File: config.mk
export PLATFORM = sky130hd
export DESIGN_NAME = data_mem_arbiter_flat
export DESIGN_NICKNAME = d
export VERILOG_FILES = /design/src/rtl/data_mem_arbiter_if.sv /design/src/rtl/data_mem_arbiter.sv /design/src/flat_wrapper.sv
export SDC_FILE = /design/constraint.sdc
export NUM_CORES = 1
export LEC_CHECK = 0
export ABC_AREA = 0
export CAP_MARGIN = 5
export CORE_MARGIN = 10
export CORE_UTILIZATION = 35
export DETAILED_ROUTE_END_ITERATION = 12
export PLACE_DENSITY = 0.75
export SLEW_MARGIN = 20
export SYNTH_ARGS = -nofsm -noshare
export SYNTH_HDL_FRONTEND = slang
export SYNTH_SLANG_ARGS = --single-unit
File: constraint.sdc
create_clock -name CLK -period 1.7 [get_ports CLK]
set_clock_uncertainty 0.2 [all_clocks]
set_input_delay 0.51 -clock CLK [delete_from_list [all_inputs] [get_ports CLK]]
set_output_delay 0.51 -clock CLK [all_outputs]
set_load 0.03 [all_outputs]
File: src/rtl/data_mem_arbiter_if.sv
`default_nettype none
// ============================================================================
// Module      : data_mem_arbiter_if
// Description : Requester-side handshake bundle for data_mem_arbiter.
//               master = requester (CPU LSU or debug loader),
//               slave  = arbiter.
//   req   requester -> arbiter   request, held with we/addr/wdata/size until gnt
//   we    requester -> arbiter   1 = write, 0 = read
//   addr  requester -> arbiter   byte address (AW bits)
//   wdata requester -> arbiter   write data (DW bits)
//   size  requester -> arbiter   0 = byte, 1 = halfword
//   gnt   arbiter -> requester   1-cycle pulse, request latched
//   done  arbiter -> requester   1-cycle pulse, access complete
//   rdata arbiter -> requester   read data, held until next done
// Revision    : 1.0  initial release
// ============================================================================
interface data_mem_arbiter_if #(
  parameter int AW = 16,
  parameter int DW = 16
);
  logic          req;
  logic          we;
  logic [AW-1:0] addr;
  logic [DW-1:0] wdata;
  logic          size;
  logic          gnt;
  logic          done;
  logic [DW-1:0] rdata;

  modport master (output req, we, addr, wdata, size, input gnt, done, rdata);
  modport slave  (input req, we, addr, wdata, size, output gnt, done, rdata);
endinterface
`default_nettype wire

File: src/rtl/data_mem_arbiter.sv
`default_nettype none
// ============================================================================
// Module      : data_mem_arbiter
// Description : Round-robin arbiter sharing the single DataMemory port between
//               port 0 (CPU load/store unit) and port 1 (debug/loader).
//               One latched request -> one memory access -> done pulse.
//               Sequence IDLE -> ACCESS -> DONE, one transaction per 3 cycles.
// Ports       :
//   CLK        in   system clock, all state on posedge
//   RESET      in   asynchronous active-low reset
//   m0, m1     slave modports of data_mem_arbiter_if (requester handshakes)
//   mem_wmem   out  DataMemory wmem, high only during ACCESS of a write
//   mem_addr   out  DataMemory DAddress (latched request address)
//   mem_wdata  out  DataMemory DataIn    (latched write data)
//   mem_memc   out  DataMemory memc      (latched size)
//   mem_rdata  in   DataMemory DataOut   (combinational read)
// Revision    : 1.0  initial release
// ============================================================================
module data_mem_arbiter #(
  parameter int AW = 16,
  parameter int DW = 16
) (
  input  logic              CLK,
  input  logic              RESET,
  data_mem_arbiter_if.slave m0,
  data_mem_arbiter_if.slave m1,
  output logic              mem_wmem,
  output logic [AW-1:0]     mem_addr,
  output logic [DW-1:0]     mem_wdata,
  output logic              mem_memc,
  input  logic [DW-1:0]     mem_rdata
);

  typedef enum logic [1:0] {
    S_IDLE   = 2'd0,
    S_ACCESS = 2'd1,
    S_DONE   = 2'd2
  } state_t;

  state_t        r_state;
  logic          r_owner;       // port currently being served
  logic          r_last_owner;  // port served most recently (tie-break)
  logic          r_we;
  logic          r_gnt0;
  logic          r_gnt1;
  logic          r_done0;
  logic          r_done1;
  logic [DW-1:0] r_rdata0;
  logic [DW-1:0] r_rdata1;

  logic          w_sel_valid;
  logic          w_sel_port;

  // A lone requester wins outright; on a tie the port that did not go last wins.
  always_comb begin
    w_sel_valid = m0.req | m1.req;
    if (m0.req && m1.req) begin
      w_sel_port = ~r_last_owner;
    end else begin
      w_sel_port = m1.req;
    end
  end

  always_ff @(posedge CLK or negedge RESET) begin
    if (!RESET) begin
      r_state      <= S_IDLE;
      r_owner      <= 1'b0;
      r_last_owner <= 1'b1;     // port 0 wins the first tie after reset
      r_we         <= 1'b0;
      r_gnt0       <= 1'b0;
      r_gnt1       <= 1'b0;
      r_done0      <= 1'b0;
      r_done1      <= 1'b0;
      r_rdata0     <= '0;
      r_rdata1     <= '0;
      mem_wmem     <= 1'b0;
      mem_addr     <= '0;
      mem_wdata    <= '0;
      mem_memc     <= 1'b0;
    end else begin
      // gnt and done are single-cycle pulses
      r_gnt0  <= 1'b0;
      r_gnt1  <= 1'b0;
      r_done0 <= 1'b0;
      r_done1 <= 1'b0;
      case (r_state)
        S_IDLE: begin
          if (w_sel_valid) begin
            r_owner      <= w_sel_port;
            r_last_owner <= w_sel_port;
            r_we         <= w_sel_port ? m1.we    : m0.we;
            mem_wmem     <= w_sel_port ? m1.we    : m0.we;
            mem_addr     <= w_sel_port ? m1.addr  : m0.addr;
            mem_wdata    <= w_sel_port ? m1.wdata : m0.wdata;
            mem_memc     <= w_sel_port ? m1.size  : m0.size;
            r_gnt0       <= ~w_sel_port;
            r_gnt1       <= w_sel_port;
            r_state      <= S_ACCESS;
          end
        end
        S_ACCESS: begin
          // The write lands on this edge; read data is captured on it too.
          mem_wmem <= 1'b0;
          if (!r_we) begin
            if (r_owner) begin
              r_rdata1 <= mem_rdata;
            end else begin
              r_rdata0 <= mem_rdata;
            end
          end
          r_done0 <= ~r_owner;
          r_done1 <= r_owner;
          r_state <= S_DONE;
        end
        S_DONE: begin
          r_state <= S_IDLE;
        end
        default: begin
          r_state <= S_IDLE;
        end
      endcase
    end
  end

  assign m0.gnt   = r_gnt0;
  assign m1.gnt   = r_gnt1;
  assign m0.done  = r_done0;
  assign m1.done  = r_done1;
  assign m0.rdata = r_rdata0;
  assign m1.rdata = r_rdata1;

endmodule
`default_nettype wire

File: src/flat_wrapper.sv
// flat-port wrapper written by rule: the top's interface ports become plain ports
module data_mem_arbiter_flat 
#(
  parameter int AW = 16,
  parameter int DW = 16
)
  (CLK, RESET, mem_wmem, mem_addr, mem_wdata, mem_memc, mem_rdata, m0_req, m0_we, m0_addr, m0_wdata, m0_size, m0_gnt, m0_done, m0_rdata, m1_req, m1_we, m1_addr, m1_wdata, m1_size, m1_gnt, m1_done, m1_rdata);
  data_mem_arbiter_if #(.AW(AW), .DW(DW)) m0_i ();
  data_mem_arbiter_if #(.AW(AW), .DW(DW)) m1_i ();
  input  logic CLK;
  input  logic RESET;
  output logic mem_wmem;
  output logic [AW-1:0] mem_addr;
  output logic [DW-1:0] mem_wdata;
  output logic mem_memc;
  input  logic [DW-1:0] mem_rdata;
  input wire logic [$bits(m0_i.req)-1:0] m0_req;
  input wire logic [$bits(m0_i.we)-1:0] m0_we;
  input wire logic [$bits(m0_i.addr)-1:0] m0_addr;
  input wire logic [$bits(m0_i.wdata)-1:0] m0_wdata;
  input wire logic [$bits(m0_i.size)-1:0] m0_size;
  output wire logic [$bits(m0_i.gnt)-1:0] m0_gnt;
  output wire logic [$bits(m0_i.done)-1:0] m0_done;
  output wire logic [$bits(m0_i.rdata)-1:0] m0_rdata;
  input wire logic [$bits(m1_i.req)-1:0] m1_req;
  input wire logic [$bits(m1_i.we)-1:0] m1_we;
  input wire logic [$bits(m1_i.addr)-1:0] m1_addr;
  input wire logic [$bits(m1_i.wdata)-1:0] m1_wdata;
  input wire logic [$bits(m1_i.size)-1:0] m1_size;
  output wire logic [$bits(m1_i.gnt)-1:0] m1_gnt;
  output wire logic [$bits(m1_i.done)-1:0] m1_done;
  output wire logic [$bits(m1_i.rdata)-1:0] m1_rdata;
  assign m0_i.req = m0_req;
  assign m0_i.we = m0_we;
  assign m0_i.addr = m0_addr;
  assign m0_i.wdata = m0_wdata;
  assign m0_i.size = m0_size;
  assign m0_gnt = m0_i.gnt;
  assign m0_done = m0_i.done;
  assign m0_rdata = m0_i.rdata;
  assign m1_i.req = m1_req;
  assign m1_i.we = m1_we;
  assign m1_i.addr = m1_addr;
  assign m1_i.wdata = m1_wdata;
  assign m1_i.size = m1_size;
  assign m1_gnt = m1_i.gnt;
  assign m1_done = m1_i.done;
  assign m1_rdata = m1_i.rdata;
  data_mem_arbiter #(.AW(AW), .DW(DW)) u_core (.CLK(CLK), .RESET(RESET), .m0(m0_i), .m1(m1_i), .mem_wmem(mem_wmem), .mem_addr(mem_addr), .mem_wdata(mem_wdata), .mem_memc(mem_memc), .mem_rdata(mem_rdata));
endmodule
==> results.txt, run 1 <==
Notes on the physical implementation.

- For this run, the detailed router's first-pass iteration total came to 4.
- The met2 routed wirelength is between 4000 and 5000 um, for reference.
- For the pin with the worst max-slew slack, the measured transition is 0.2566 ns.
- The total nets after synthesis is 304, for reference.
- For hold timing, the worst endpoint is u_core.m0.rdata[9].
- The timing report lists the critical path depth as 4 cells.
- For reference, the critical path is captured by u_core.m1.rdata[12].
- The endpoint required time on the critical path is 1.71 ns, for reference.
- For reference, the critical path cell chain is nand2b_4 > nor3b_4 > buf_12 > mux2_2.
- The top cell type's share of synthesized area is about three fifths, for reference.
- The routability congestion estimate from global placement is between 0.7 and 0.8, for reference.
- The cell family contributing the most delay on the critical path is simple AND/OR/NAND/NOR gates, for reference.
- The clock group share of total power is 14.6%, for reference.
- The most critical hold endpoint after final layout shows a slack of 0.2912 ns.
- For this run, the top clock speed supported by timing is 599.7 MHz.
- The startpoint of the worst-slack reg-to-reg timing path is u_core.r_state[1], for reference.
- Routing resource usage on met3 recorded by global route was 8.700%.
- Summed over all instances, the cell type with the most area after synthesis is dfrtp_1.
- For this run, the share of the core covered by cells in the final layout is a little under 60%.
- The report shows a maximum critical-path fanout of 16.
- After filler insertion, the fill cell instance count of the layout stands at 737.
- The post-route non-filler standard cell count is 501, for reference.
- The worst relative slew slack is 82.89%, for reference.
- The logs give a warning total of 27.
- The total of endpoints with negative setup slack in the final report is 0, for reference.
- Detailed routing inserted a total of between 2000 and 3000 vias.
- Entering global routing, the biggest net connects 33 pins.
- The most instantiated library cell after synthesis is dfrtp_1, for reference.
- Tracing the worst setup path back leads to its startpoint at u_core.r_state[1].
- In the global route stage, overall resource usage came out at 14.53%.
- The number of buffers on the longest clock path is 2, for reference.
- Counting cells, the worst reg-to-reg path comes to 4.
- The number of hold violations in the final report is 0, for reference.
- In the final design database the tool counted 474 nets.
- The CTS tree is built, for reference.
- Max-slew check failures listed in the final report amount to 0.
- The number of clock sinks is 75, for reference.
- The flow ran to the end, and the final reports show no timing, DRC or antenna violations.
- The design draws 10.52 mW.
- The mean area per synthesized cell is 14.37 um^2, for reference.
- The proportion of synthesized flip-flops having asynchronous set or reset is 100.0%, for reference.
- After detailed routing, the average wire length per cell comes to approximately 19 um.
- The antenna cell count is 2, for reference.
- The number of combinational gates with multiple inputs is 122, for reference.
- The number of remaining DRC errors is 0, for reference.
- According to the cell report, flip-flops and latches in the layout number approximately 75.
- Summing the areas of all fa, ha and maj instances in the mapped netlist gives 0% of the synthesized area.
run_1/metal_stack.png
Two of the layers only.
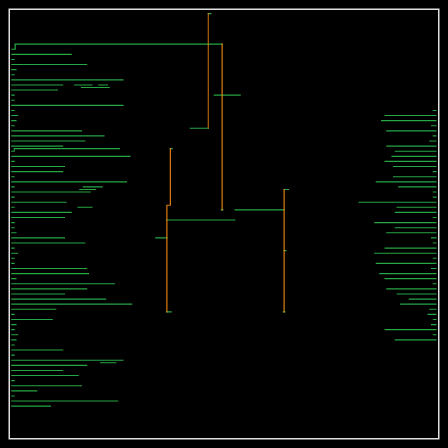
legend:
  met3:
    colour: green
    wire_length: 1300 um
  met4:
    colour: orange
    wire_length: 152 um

run_1/clock_map.png
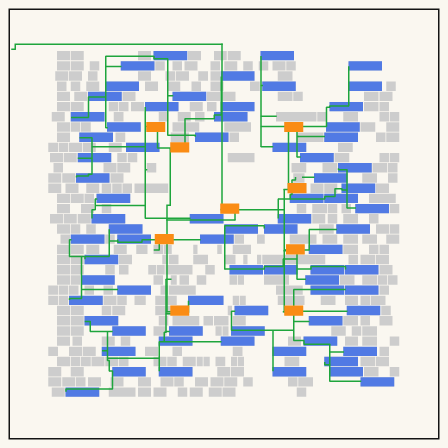
legend:
  cells driving clock nets:
    colour: orange
    count: 9
  flip-flops:
    colour: blue
    count: 75
  clock wires:
    colour: green
    length: 991 um
routed clock nets: 10
flops lie: widely spread

run_1/cell_classes.png
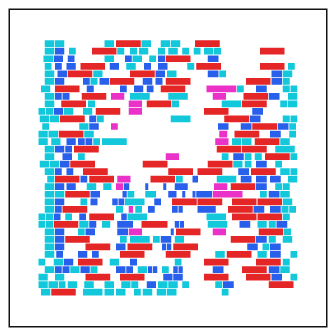
legend:
  all other logic:
    colour: blue
    cells: 125
  flip-flops:
    colour: red
    cells: 75
  clock drivers and dummy loads:
    colour: magenta
    cells: 16
  other buffers and delay cells:
    colour: cyan
    cells: 175

==> run 2, diff against run 1 <==
--- a/config.mk
+++ b/config.mk
@@ -7,7 +7,7 @@
 export LEC_CHECK = 0
 export ABC_AREA = 0
 export CAP_MARGIN = 5
-export CORE_MARGIN = 10
+export CORE_MARGIN = 4
 export CORE_UTILIZATION = 35
 export DETAILED_ROUTE_END_ITERATION = 12
 export PLACE_DENSITY = 0.75
run_2/cell_classes.png
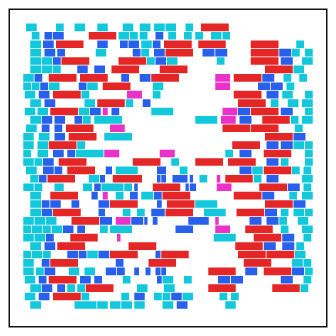
legend:
  all other logic:
    colour: blue
    cells: 125
  other buffers and delay cells:
    colour: cyan
    cells: 178
  clock drivers and dummy loads:
    colour: magenta
    cells: 16
  flip-flops:
    colour: red
    cells: 75

==> run 2 against run 1 <==
Compared with the run above:
- sequential share of layout area is 0.28 points higher
- global-route usage is 1.5 points higher
- combinational power is 1% higher
- first-iteration DRC count is 9.4% lower
- non-clock buffer count is 3 higher
- highest routed layer unchanged
==> results.txt, run 2 <==
Notes on the physical implementation.

- The largest area contributor in the synthesized netlist is dfrtp_1, for reference.
- The number of fillers in the final layout is 732 (-0.68%).
- The multi-input combinational area share is 22.27%, for reference.
- The number of buffers on the longest clock path is 2 (unchanged), for reference.
- The routability congestion estimate from global placement is 0.7145 (-0.83%).
- The sequential cell count is 75 (unchanged), for reference.
- Cells with a size suffix above 1 make up 35.79% of the layout.
- The critical path contains buffers and inverters numbering 2 combined.
- The antenna cell count came to 0 (-2).
- The final design utilization came to 58.07% (-0.45 points).
- The detailed-routing iteration count for the pre-antenna-repair pass was 4 (unchanged).
- The number of combinational gates with multiple inputs was 122 (unchanged).
- The slowest cell on the critical path is dfrtp_1, for reference.
- The clock group share of total power is 11.8% (-2.8 points), for reference.
- The mean area per synthesized cell is 14.37 um^2 (unchanged), for reference.
- The total of endpoints with negative setup slack in the final report is 0 (unchanged), for reference.
- The met3 track utilization from global routing was 6.416% (-2.3 points).
- The worst relative slew slack is 74.96% (-7.9 points), for reference.
- The number of cells on the critical path is 5 (+1), for reference.
- The report lists the number of standard-cell rows as 34.
- The top cell type's share of synthesized area is 59.65% (unchanged), for reference.
- The met2 routed wirelength is 4061 um (-3.1%), for reference.
- The number of hold violations in the final report was 0 (unchanged).
- The total nets after synthesis is 304 (unchanged), for reference.
- The post-route non-filler standard cell count is 502 (+0.20%), for reference.
- Adding up every negative setup slack in the final design gives 0 ns.
- The run finished with clean final reports.
- The global-route usage over all layers is 16.02% (+1.5 points), for reference.
- The total power consumption of the routed design is 10.26 mW (-2.5%), for reference.
- The worst setup path endpoint is u_core.mem_addr[0], for reference.
- The worst-case reg-to-reg path depth was 5 (+1).
- The area fraction in full adders, half adders and majority gates came to 0% (unchanged).
- In this design, the largest share of critical-path delay is due to simple AND/OR/NAND/NOR gates.
- The final-stage net count came to 477 (+0.63%).
- The final report gives the standard cell area, fillers excluded, as 5040 um^2.
- The launch instance of the worst min-delay path is u_core.m0.rdata[8], for reference.
- The routed length per placed instance came to 17.77 um (-7.0%).
- The number of warnings in the stage logs is 27 (unchanged).
- The number of clock sinks was 75 (unchanged).
- The endpoint required time on the critical path came to 1.77 ns (+0.06 ns).
- The transition time at the pin with the least slew margin was 0.3756 ns (+0.1190 ns).
- The highest net fanout along the worst path is 16 (unchanged), for reference.
- TritonCTS built the clock tree.
- The maximum operating frequency was 589.0 MHz (-1.8%).
- By instance count after routing, the leading logic cell types are clkdlybuf4s50_1 (84), buf_4 (78), dfrtp_1 (74).
- The number of vias in the routed layout is 2559 (+1.3%), for reference.
- Clock tree synthesis selected as its root buffer the cell clkbuf_8.
- The largest net degree at the start of global routing is 32 (-3.0%).
- For reference, the critical path cell chain is or2_4 > buf_12 > nor2_4 > clkbuf_16 > a221o_1.
- The proportion of synthesized flip-flops having asynchronous set or reset is 100.0% (unchanged), for reference.
- The number of remaining DRC errors is 0 (unchanged).
- Summing all placed instances gives a cell area of 4760 um^2.
- The number of slew-limit violations in the final report is 0 (unchanged), for reference.
run_2/metal_stack.png
Two of the layers only.
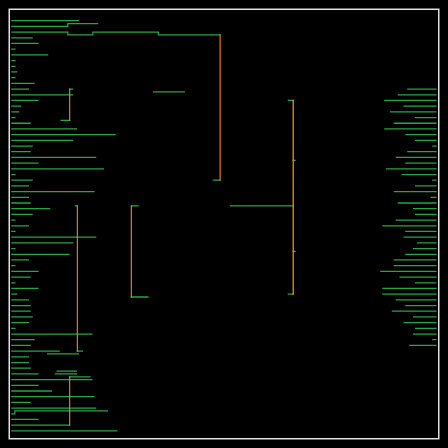
legend:
  met3:
    colour: green
    wire_length: 1020 um
  met4:
    colour: orange
    wire_length: 156 um

==> run 3, diff against run 2 <==
--- a/config.mk
+++ b/config.mk
@@ -11,6 +11,7 @@
 export CORE_UTILIZATION = 35
 export DETAILED_ROUTE_END_ITERATION = 12
 export PLACE_DENSITY = 0.75
+export SETUP_SLACK_MARGIN = 0.05
 export SLEW_MARGIN = 20
 export SYNTH_ARGS = -nofsm -noshare
 export SYNTH_HDL_FRONTEND = slang
run_3/pins.png
Pins as bars across the die edge, other pins in grey.
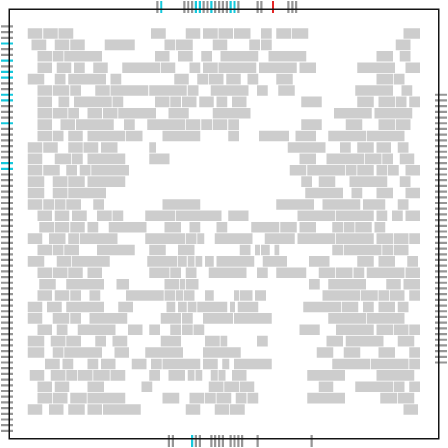
legend:
  m1_gnt:
    colour: red
    pins: 1
    direction: output
    edge: top
  m1_wdata:
    colour: cyan
    pins: 16
    direction: input
    edge: 9 left, 6 top, 1 bottom

==> run 3 against run 2 <==
Compared with the run above:
- area after synthesis stayed put
- global-route usage is 0.40 points higher
- sequential power is 2% higher
- clock power is about 10% higher
- non-clock buffer count is 16 higher
- final area is 3.8% higher
- sequential cell count stayed put
- power is 4.9% higher
- count of clock-buffer cells in the layout is 3 lower
- critical endpoint is now mem_addr[13]
- largest power group unchanged
==> results.txt, run 3 <==
Notes on the physical implementation.

- The largest net degree at the start of global routing was 33 (+3.1%).
- The fraction of final layout cells sized beyond drive strength 1 was 38.39% (+2.6 points).
- The critical path buffer and inverter count is 1 (-1), for reference.
- The CTS tree is built, for reference.
- The total of endpoints with negative setup slack in the final report is 0 (unchanged), for reference.
- The number of buffers on the longest clock path is 2 (unchanged).
- The maximum operating frequency was 609.1 MHz (+3.4%).
- The global-route usage over all layers is 16.42% (+0.40 points), for reference.
- The run finished with clean final reports.
- The worst-case reg-to-reg path depth is 4 (-1).
- The antenna cell count is 0 (unchanged), for reference.
- The mean area per synthesized cell came to 14.37 um^2 (unchanged).
- The endpoint of the most critical register-to-register path is u_core.m1.rdata[5], for reference.
- The met3 track utilization from global routing is 7.577% (+1.2 points), for reference.
- The transition time at the pin with the least slew margin is 0.2340 ns (-0.1415 ns), for reference.
- The routed length per placed instance is 17.12 um (-3.7%), for reference.
- The proportion of synthesized flip-flops having asynchronous set or reset is 100.0% (unchanged), for reference.
- The number of slew-limit violations in the final report is 0 (unchanged), for reference.
- The highest net fanout along the worst path is 2 (-14), for reference.
- The number of vias in the routed layout was 2598 (+1.5%).
- The top cell types in the final layout, fill and taps aside, are clkdlybuf4s50_1 (84), dfrtp_1 (74), buf_4 (67).
- The worst relative slew slack is 84.40% (+9.4 points), for reference.
- The area fraction in full adders, half adders and majority gates was 0% (unchanged).
- The final wirelength is 8851 um, for reference.
- The net switching power in the latest report is between 4 and 5 mW.
- The number of combinational gates with multiple inputs is 122 (unchanged), for reference.
- Walking the worst path, the cells encountered are buf_12.
- The launch instance of the worst min-delay path is u_core.m0.rdata[7], for reference.
- The number of hold violations in the final report came to 0 (unchanged).
- The routability congestion estimate from global placement is 0.7760 (+8.6%), for reference.
- The total nets after synthesis is 304 (unchanged), for reference.
- The endpoint required time on the critical path was 0.99 ns (-0.78 ns).
- Looking at the clock tree report, the root buffer type is clkbuf_8.
- The top cell type's share of synthesized area is 59.65% (unchanged), for reference.
- The number of cells on the critical path was 1 (-4).
- The largest area contributor in the synthesized netlist is dfrtp_1, for reference.
- The number of remaining DRC errors is 0 (unchanged), for reference.
- The cell family contributing the most delay on the critical path is flip-flops, for reference.
- Across all register-to-register paths, the minimum setup slack is 0.06 ns.
- The sum of negative setup slack is 0 ns (unchanged), for reference.
- The final-stage net count is 493 (+3.4%), for reference.
- The placed instance area is 4785 um^2 (+0.53%).
- The final non-filler cell area is 5233 um^2 (+3.8%), for reference.
- The number of placement rows was 34 (unchanged).
- The final design utilization came to 60.29% (+2.2 points).
- The number of warnings in the stage logs was 29 (+7.4%).
- The post-route non-filler standard cell count is 517 (+3.0%), for reference.
- The multi-input combinational area share is 21.31% (-0.96 points), for reference.
- The detailed-routing iteration count for the pre-antenna-repair pass is 5 (+1), for reference.
- The total power consumption of the routed design came to 10.76 mW (+4.9%).
run_3/metal_stack.png
Two of the layers only.
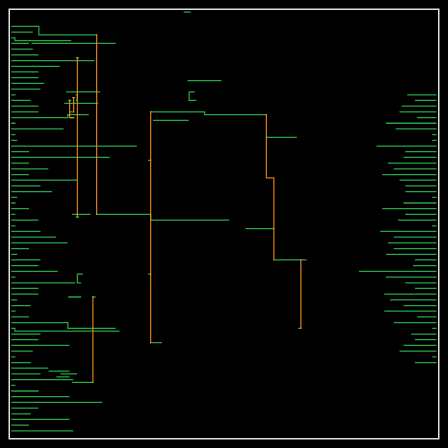
legend:
  met4:
    colour: orange
    wire_length: 218 um
  met3:
    colour: green
    wire_length: 1130 um


==> gallery <==
Congestion heat map.
picture 1
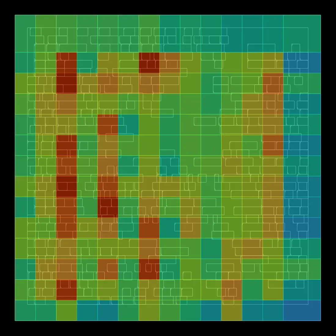
picture 2
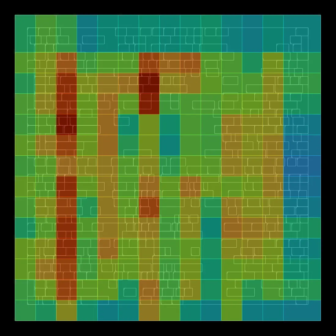
picture 3
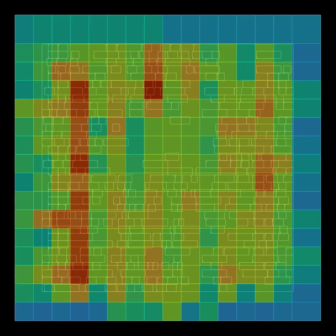
- run 1 = picture 3
- run 3 = picture 2
- run 2 = picture 1

Power and IR drop assume default switching activity.
